<file path="config.mk">
export PLATFORM = sky130hd
export DESIGN_NAME = risc16_boot_loader
export DESIGN_NICKNAME = d
export VERILOG_FILES = /design/src/rtl/risc16_boot_loader_pkg.sv /design/src/rtl/risc16_boot_loader.sv
export SDC_FILE = /design/constraint.sdc
export NUM_CORES = 1
export LEC_CHECK = 0
export CAP_MARGIN = 10
export CORE_MARGIN = 3
export CORE_UTILIZATION = 50
export CTS_CLUSTER_SIZE = 12
export DETAILED_ROUTE_END_ITERATION = 7
export HOLD_SLACK_MARGIN = 0.03
export PLACE_DENSITY = 0.75
export SYNTH_ARGS = -nofsm -noshare
export SYNTH_HDL_FRONTEND = slang
export SYNTH_SLANG_ARGS = --single-unit
</file>
<file path="constraint.sdc">
create_clock -name clk0 -period 2.79 [get_ports clk0]
set_clock_uncertainty 0.1 [all_clocks]
set_input_delay 0.558 -clock clk0 [delete_from_list [all_inputs] [get_ports clk0]]
set_output_delay 0.558 -clock clk0 [all_outputs]
set_load 0.05 [all_outputs]
</file>
<file path="src/rtl/risc16_boot_loader_pkg.sv">
// Shared definitions for the RiSC-16 boot loader: word width and loader state encoding.
package risc16_pkg;

    localparam int WORD_W = 16;

    typedef enum logic [2:0] {
        LEN_HI,
        LEN_LO,
        DATA_HI,
        DATA_LO,
        CSUM_HI,
        CSUM_LO,
        RUN,
        ERR
    } state_t;

endpackage

</file>
<file path="src/rtl/risc16_boot_loader.sv">
// Receives a length-prefixed, checksummed program image byte by byte, writes it to imem
// and releases the RiSC-16 core only when the additive checksum matches.
module risc16_boot_loader
    import risc16_pkg::*;
#(
    parameter int IMEM_AW = 10
) (
    input  logic               clk0,
    input  logic               reset,
    input  logic [7:0]         rx_data,
    input  logic               rx_valid,
    output logic               rx_ready,
    input  logic               restart,
    output logic               imem_we,
    output logic [IMEM_AW-1:0] imem_addr,
    output logic [15:0]        imem_wdata,
    output logic               core_hold,
    output logic               boot_done,
    output logic               boot_error
);

    // Memory capacity as a WORD_W+1 bit value so a full 2**IMEM_AW length compares cleanly.
    localparam logic [WORD_W:0] CAP = {{(WORD_W - IMEM_AW){1'b0}}, 1'b1, {IMEM_AW{1'b0}}};

    state_t              state, state_nx;
    logic [7:0]          hi_byte;
    logic [WORD_W-1:0]   rx_word;
    logic [WORD_W:0]     n_ext;
    logic [IMEM_AW:0]    len;
    logic [IMEM_AW:0]    cnt;
    logic [IMEM_AW:0]    cnt_inc;
    logic [WORD_W-1:0]   sum;
    logic                accept;
    logic                reload;

    assign rx_word = {hi_byte, rx_data};
    assign n_ext   = {1'b0, rx_word};
    assign cnt_inc = cnt + 1'b1;
    assign accept  = rx_valid && rx_ready;
    assign reload  = restart && ((state == RUN) || (state == ERR));

    assign rx_ready   = (state != RUN) && (state != ERR);
    assign core_hold  = (state != RUN);
    assign boot_done  = (state == RUN);
    assign boot_error = (state == ERR);

    always_ff @(posedge clk0) begin
        if (reset) state <= LEN_HI;
        else       state <= state_nx;
    end

    always_comb begin
        state_nx = state;
        unique case (state)
            LEN_HI:  if (accept) state_nx = LEN_LO;
            LEN_LO: begin
                if (accept) begin
                    if (n_ext > CAP)       state_nx = ERR;
                    else if (rx_word == '0) state_nx = CSUM_HI;
                    else                    state_nx = DATA_HI;
                end
            end
            DATA_HI: if (accept) state_nx = DATA_LO;
            DATA_LO: if (accept) state_nx = (cnt_inc < len) ? DATA_HI : CSUM_HI;
            CSUM_HI: if (accept) state_nx = CSUM_LO;
            CSUM_LO: if (accept) state_nx = (rx_word == sum) ? RUN : ERR;
            RUN:     if (restart) state_nx = LEN_HI;
            ERR:     if (restart) state_nx = LEN_HI;
            default: state_nx = LEN_HI;
        endcase
    end

    // Word write, word counter and running sum all advance on the low-byte accept.
    always_ff @(posedge clk0) begin
        if (reset) begin
            imem_we    <= 1'b0;
            imem_addr  <= '0;
            imem_wdata <= '0;
            cnt        <= '0;
            sum        <= '0;
        end else begin
            imem_we <= 1'b0;
            if (accept && (state == DATA_LO)) begin
                imem_we    <= 1'b1;
                imem_addr  <= cnt[IMEM_AW-1:0];
                imem_wdata <= rx_word;
                cnt        <= cnt_inc;
                sum        <= sum + rx_word;
            end
            if (reload) begin
                cnt <= '0;
                sum <= '0;
            end
        end
    end

    // Byte assembly and the latched length are pure data; state guarantees they are refilled before use.
    always_ff @(posedge clk0) begin
        if (accept && ((state == LEN_HI) || (state == DATA_HI) || (state == CSUM_HI)))
            hi_byte <= rx_data;
        if (accept && (state == LEN_LO))
            len <= n_ext[IMEM_AW:0];
    end

endmodule

</file>
### Placement by cell class, run 1

Scale bar: 20 um. Fill, decap, tap and diode cells in grey.
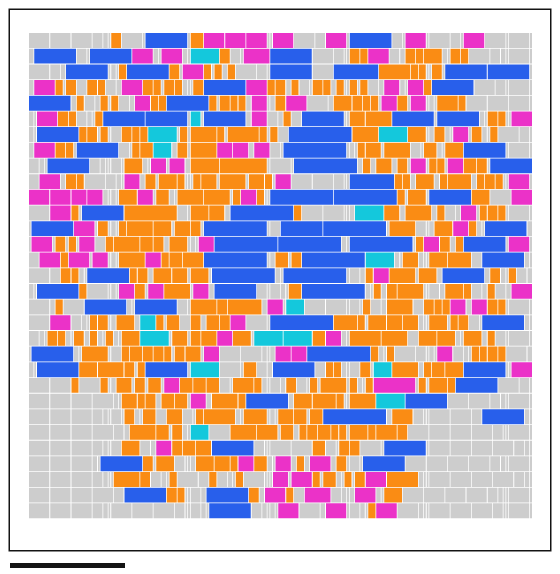
magenta -> remaining buffers and delay cells  # cells 91, share of their area 17%
blue -> sequential cells  # cells 76, share of their area 35%
orange -> combinational and other logic  # cells 344, share of their area 44%
cyan -> clock drivers and dummy loads  # cells 16, share of their area 3.8%
Finished Cell Area: 4990 um2
Rows: 31
fraction of area in registers: 0.344

### Routed metal, one colour a layer, run 1

Scale bar: 20 um. Two of the layers only.
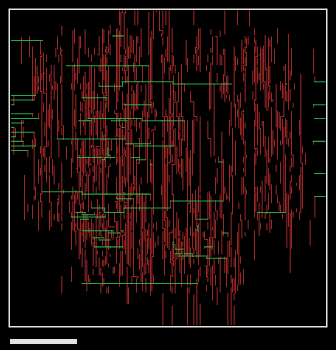
green -> metal 3  # wire length 464 um
red -> metal 2  # wire length 4970 um
Routed WL: 9780 um
post-DR wirelength/cell: 15.6 um
via count: 3505

### Local utilization, run 1

9 x 9 tiles, from black (low) to pale yellow (high), 0 to 100% covered.
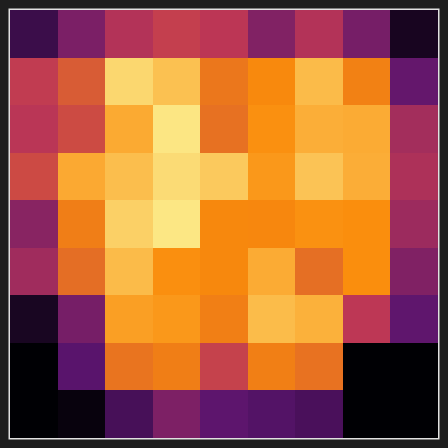
fullest tile = 95%
densest ninth of the die = centre
tiles over 75% full = 33%
nearly empty tiles = 7.4%
mean over tiles = 55%

==> run summary, run 1 <==
run results: Mux area share=0.00781, H-tree levels=3, Area contributors post-synth=dfxtp_1 (30%), edfxtp_1 (15%), nand2_1 (9.1%), ha_1 (8.5%), a21oi_1 (6.9%), Place WS=-0.356 ns, Vias/cell=around 5.6, sw power=approximately 610 uW, largest buffer count on any clock path=2, antenna violations before repair=0, Sw Share=0.274, Synth Seq Share=0.445, Yosys Instances=approximately 440, Seq pwr share=0.534, Rel. slew slack=0.650, P_seq=1190 uW, status=complete, no violations, largest net degree at the start of global routing=28, Top Consumer=sequential cells, internal cell power=approximately 1600 uW, FP Core Util=0.522, Buf+Inv Stages, Crit Path=2, Routed Antenna Nets=0, Comb group=247 uW
## run 1: state kept, by name (all words and copies together) (netlist names)
register / cells
imem_wdata: 16
sum: 16
cnt: 11
len: 11
imem_addr: 10
hi_byte: 8
state: 3
imem_we: 1
## run 1: cell usage in the layout, fill, tap and decap left out, types with 2 or more instances in the layout
cell type / n
dfxtp_2: 2
o21ai_1: 2
xor2_1: 15
a21oi_2: 2
nor2_1: 23
a21o_1: 9
a211oi_1: 3
nand2_1: 92
o21ai_2: 2
or2_0: 2
nand2b_1: 6
or4_1: 3
dfxtp_1: 55
nor4_1: 4
nor2_4: 2
dlymetal6s2s_1: 2
o21a_1: 3
nand4_1: 5
buf_4: 48
o21ai_0: 5
edfxtp_1: 19
and3_1: 4
or4_4: 2
clkinv_4: 3
nand3_1: 16
ha_2: 2
a211oi_2: 3
ha_1: 23
clkbuf_8: 10
or3_1: 4
mux2i_1: 3
a221oi_2: 3
inv_1: 16
a21oi_1: 51
a31oi_1: 4
clkdlybuf4s50_1: 40
xnor2_1: 12
## run 1: metrics by stage
step / hold WS (ns) / total power [uW] / instance area (um2) / utilization / cells
finish: 0.356 / 2220 / 4990 / 0.677 / 626
global placement: 0.342 / 1440 / 4700 / 0.637 / 609
detailed placement: 0.348 / 1440 / 4700 / 0.637 / 609
global route: 0.378 / 2310 / 4990 / 0.677 / 626
floorplan: 0.336 / 1340 / 3850 / - / 439
CTS: 0.360 / 2220 / 4890 / 0.664 / 625
## run 1: final timing paths
path	endpoint	start	slack, ns	cells past startpoint
hold reg to reg	imem_addr[1]	imem_addr[1]	0.36	2
hold / removal	imem_addr[1]	imem_addr[1]	0.36	2
setup reg to reg	state[2]	cnt[1]	0.11	14
setup / recovery	sum[14]	rx_data[0]	0.07	11
==> run 1 -> run 2 <==
Settings changed: MAX_ROUTING_LAYER set to met4, PLACE_DENSITY 0.75 to 0.79.
### Track usage over the die, run 2

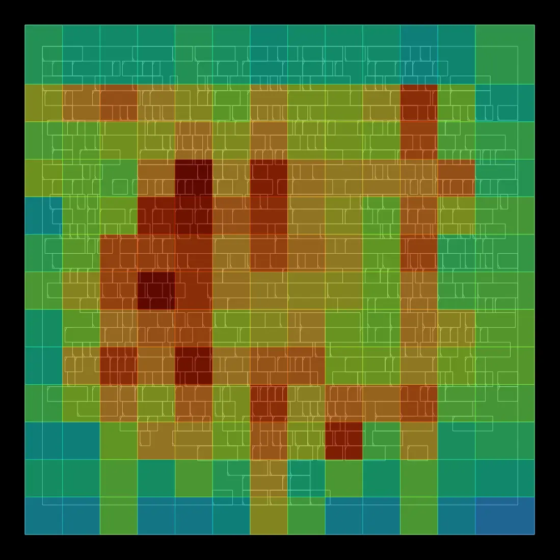
post-DR wirelength/cell: 15.3 um
GR Util All Layers: 0.229
GR Layer Usage met3: 0.0601
met2 usage: 0.381
GRT met1 Usage: 0.269

### Routed metal, one colour a layer, run 2

Scale bar: 20 um. Two of the layers only.
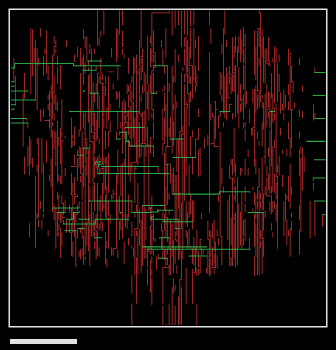
red -> metal 2  # wire length 4880 um
green -> metal 3  # wire length 387 um

==> run 2 against run 1 <==
Compared with the run above:
- synthesized cell count unchanged
- total power increased by 7.7%
- sequential power about the same
- cell area increased by 0.13%
- critical path depth decreased by 2
- register-to-register slack about the same
- die area unchanged
- global-route usage decreased by 0.20 points
- largest power group unchanged
==> run summary, run 2 <==
run results: status=complete, no violations, internal cell power=1790 uW (+11%), Rows=31 (unchanged), HP Class=flop to flop, Top Layout Cells=nand2_1 (93), dfxtp_1 (55), a21oi_1 (52), clkdlybuf4s50_1 (41), buf_4 (41), Synth Seq Share=0.445 (unchanged), CP startpoint kind=input port, Final Power=2390 uW (+7.7%), Routed Antenna Nets=0 (unchanged), sw power=607 uW (-0.46%), Critical Path Sink Type=flop, P_seq=1190 uW (about the same), Sw Share=0.254 (-0.0208), Clock Power=966 uW, grt peak-use layer=met2, top flop regs=imem_wdata x16, sum x16, placed insts=601 (-1.3%), power share of the clock group=0.404, Vias/cell=5.50 (-1.7%), largest net degree at the start of global routing=46 (+64%), dpl cell area=4650 um2 (-1.0%), FP Core Util=0.522 (unchanged), largest buffer count on any clock path=2 (unchanged), Final Non-Filler Cells=620 (-0.96%), slew at the pin closest to its max-slew limit=approximately 0.53 ns, Yosys Instances=439 (unchanged), via count=3413 (-2.6%), Area contributors post-synth=dfxtp_1 (30%), edfxtp_1 (15%), nand2_1 (9.1%), ha_1 (8.5%), a21oi_1 (6.9%), Top Consumer=sequential cells, chip area=between 8000 and 9000 um2, starting DRC count in detailed routing=262, Seq pwr share=0.496 (-0.038), Finished Cell Area=5000 um2 (+0.13%), Comb group=240 uW (-3%), H-tree levels=3 (unchanged), Rel. slew slack=0.649 (-0.00166), antenna violations before repair=0 (unchanged), wl on met1=a little under 4000 um, slowest library cell on the worst path=clkdlybuf4s50_1
### Local utilization, run 2

9 x 9 tiles, from black (low) to pale yellow (high), 0 to 100% covered.
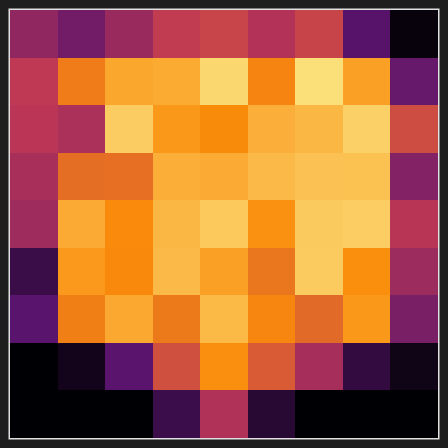
fullest tile = 93%
mean over tiles = 56%
emptiest ninth of the die = lower left
nearly empty tiles = 8.6%
tiles over 75% full = 37%

==> run 2: cells by family (layout without fill, tap and decap cells) <==
family	after synthesis	after routing	share of synthesized area
flops	76	76	0.445
simple gates	172	172	0.202
fa+ha+maj	27	27	0.0898
buf+inv	37	119	0.0371
xor+xnor	27	27	0.0615
mux	3	3	0.00781
compound gates	97	97	0.156
==> run 2: layout make-up <==
class / count / area, um2
flip-flops and latches: 76 / 1710
repair buffers: 85 / 771
clock buffers: 11 / 174
inverters: 18 / 67.6
well taps: 99 / 124
fillers: 581 / 2370
clock inverters: 5 / 61.3
multi-input cells: 326 / 2080
==> run 2: repair_timing <==
action / CTS / global route
setup buffers: 0 / 3
endpoints found under the hold margin: 0 / 0
endpoints found under the setup margin: 1 / 7
pin swaps: 0 / 10
resized: 2 / 19
==> run 2: stage by stage <==
stage	setup slack [ns]	hold slack, ns	setup TNS [ns]
after detailed placement	-0.361	0.346	-1.54
after CTS	0.00144	0.358	0
final	0.107	0.354	0
after global placement	-0.286	0.342	-1.21
after global routing	-0.0493	0.371	-0.0613
after floorplan	0.0164	0.336	0
==> run 2: critical path: cells and delay by family <==
family / cells / cell delay [ns]
AND-OR/OR-AND: 4 / 0.85
adder cells (fa/ha/maj): 1 / 0.35
buffers and inverters: 1 / 0.46
multiplexers: 2 / 0.46
AND/OR/NAND/NOR: 1 / 0.16
==> run 2: path summary, 6_finish.rpt <==
path	start	end	cells after the start	slack (ns)
min reg2reg	imem_addr[5]	imem_addr[5]	2	0.35
max	rx_data[1]	sum[15]	9	0.11
max reg2reg	cnt[0]	state[2]	14	0.11
min	imem_addr[5]	imem_addr[5]	2	0.35
Power figures rest on the tool's default switching activity, not on a simulated workload.
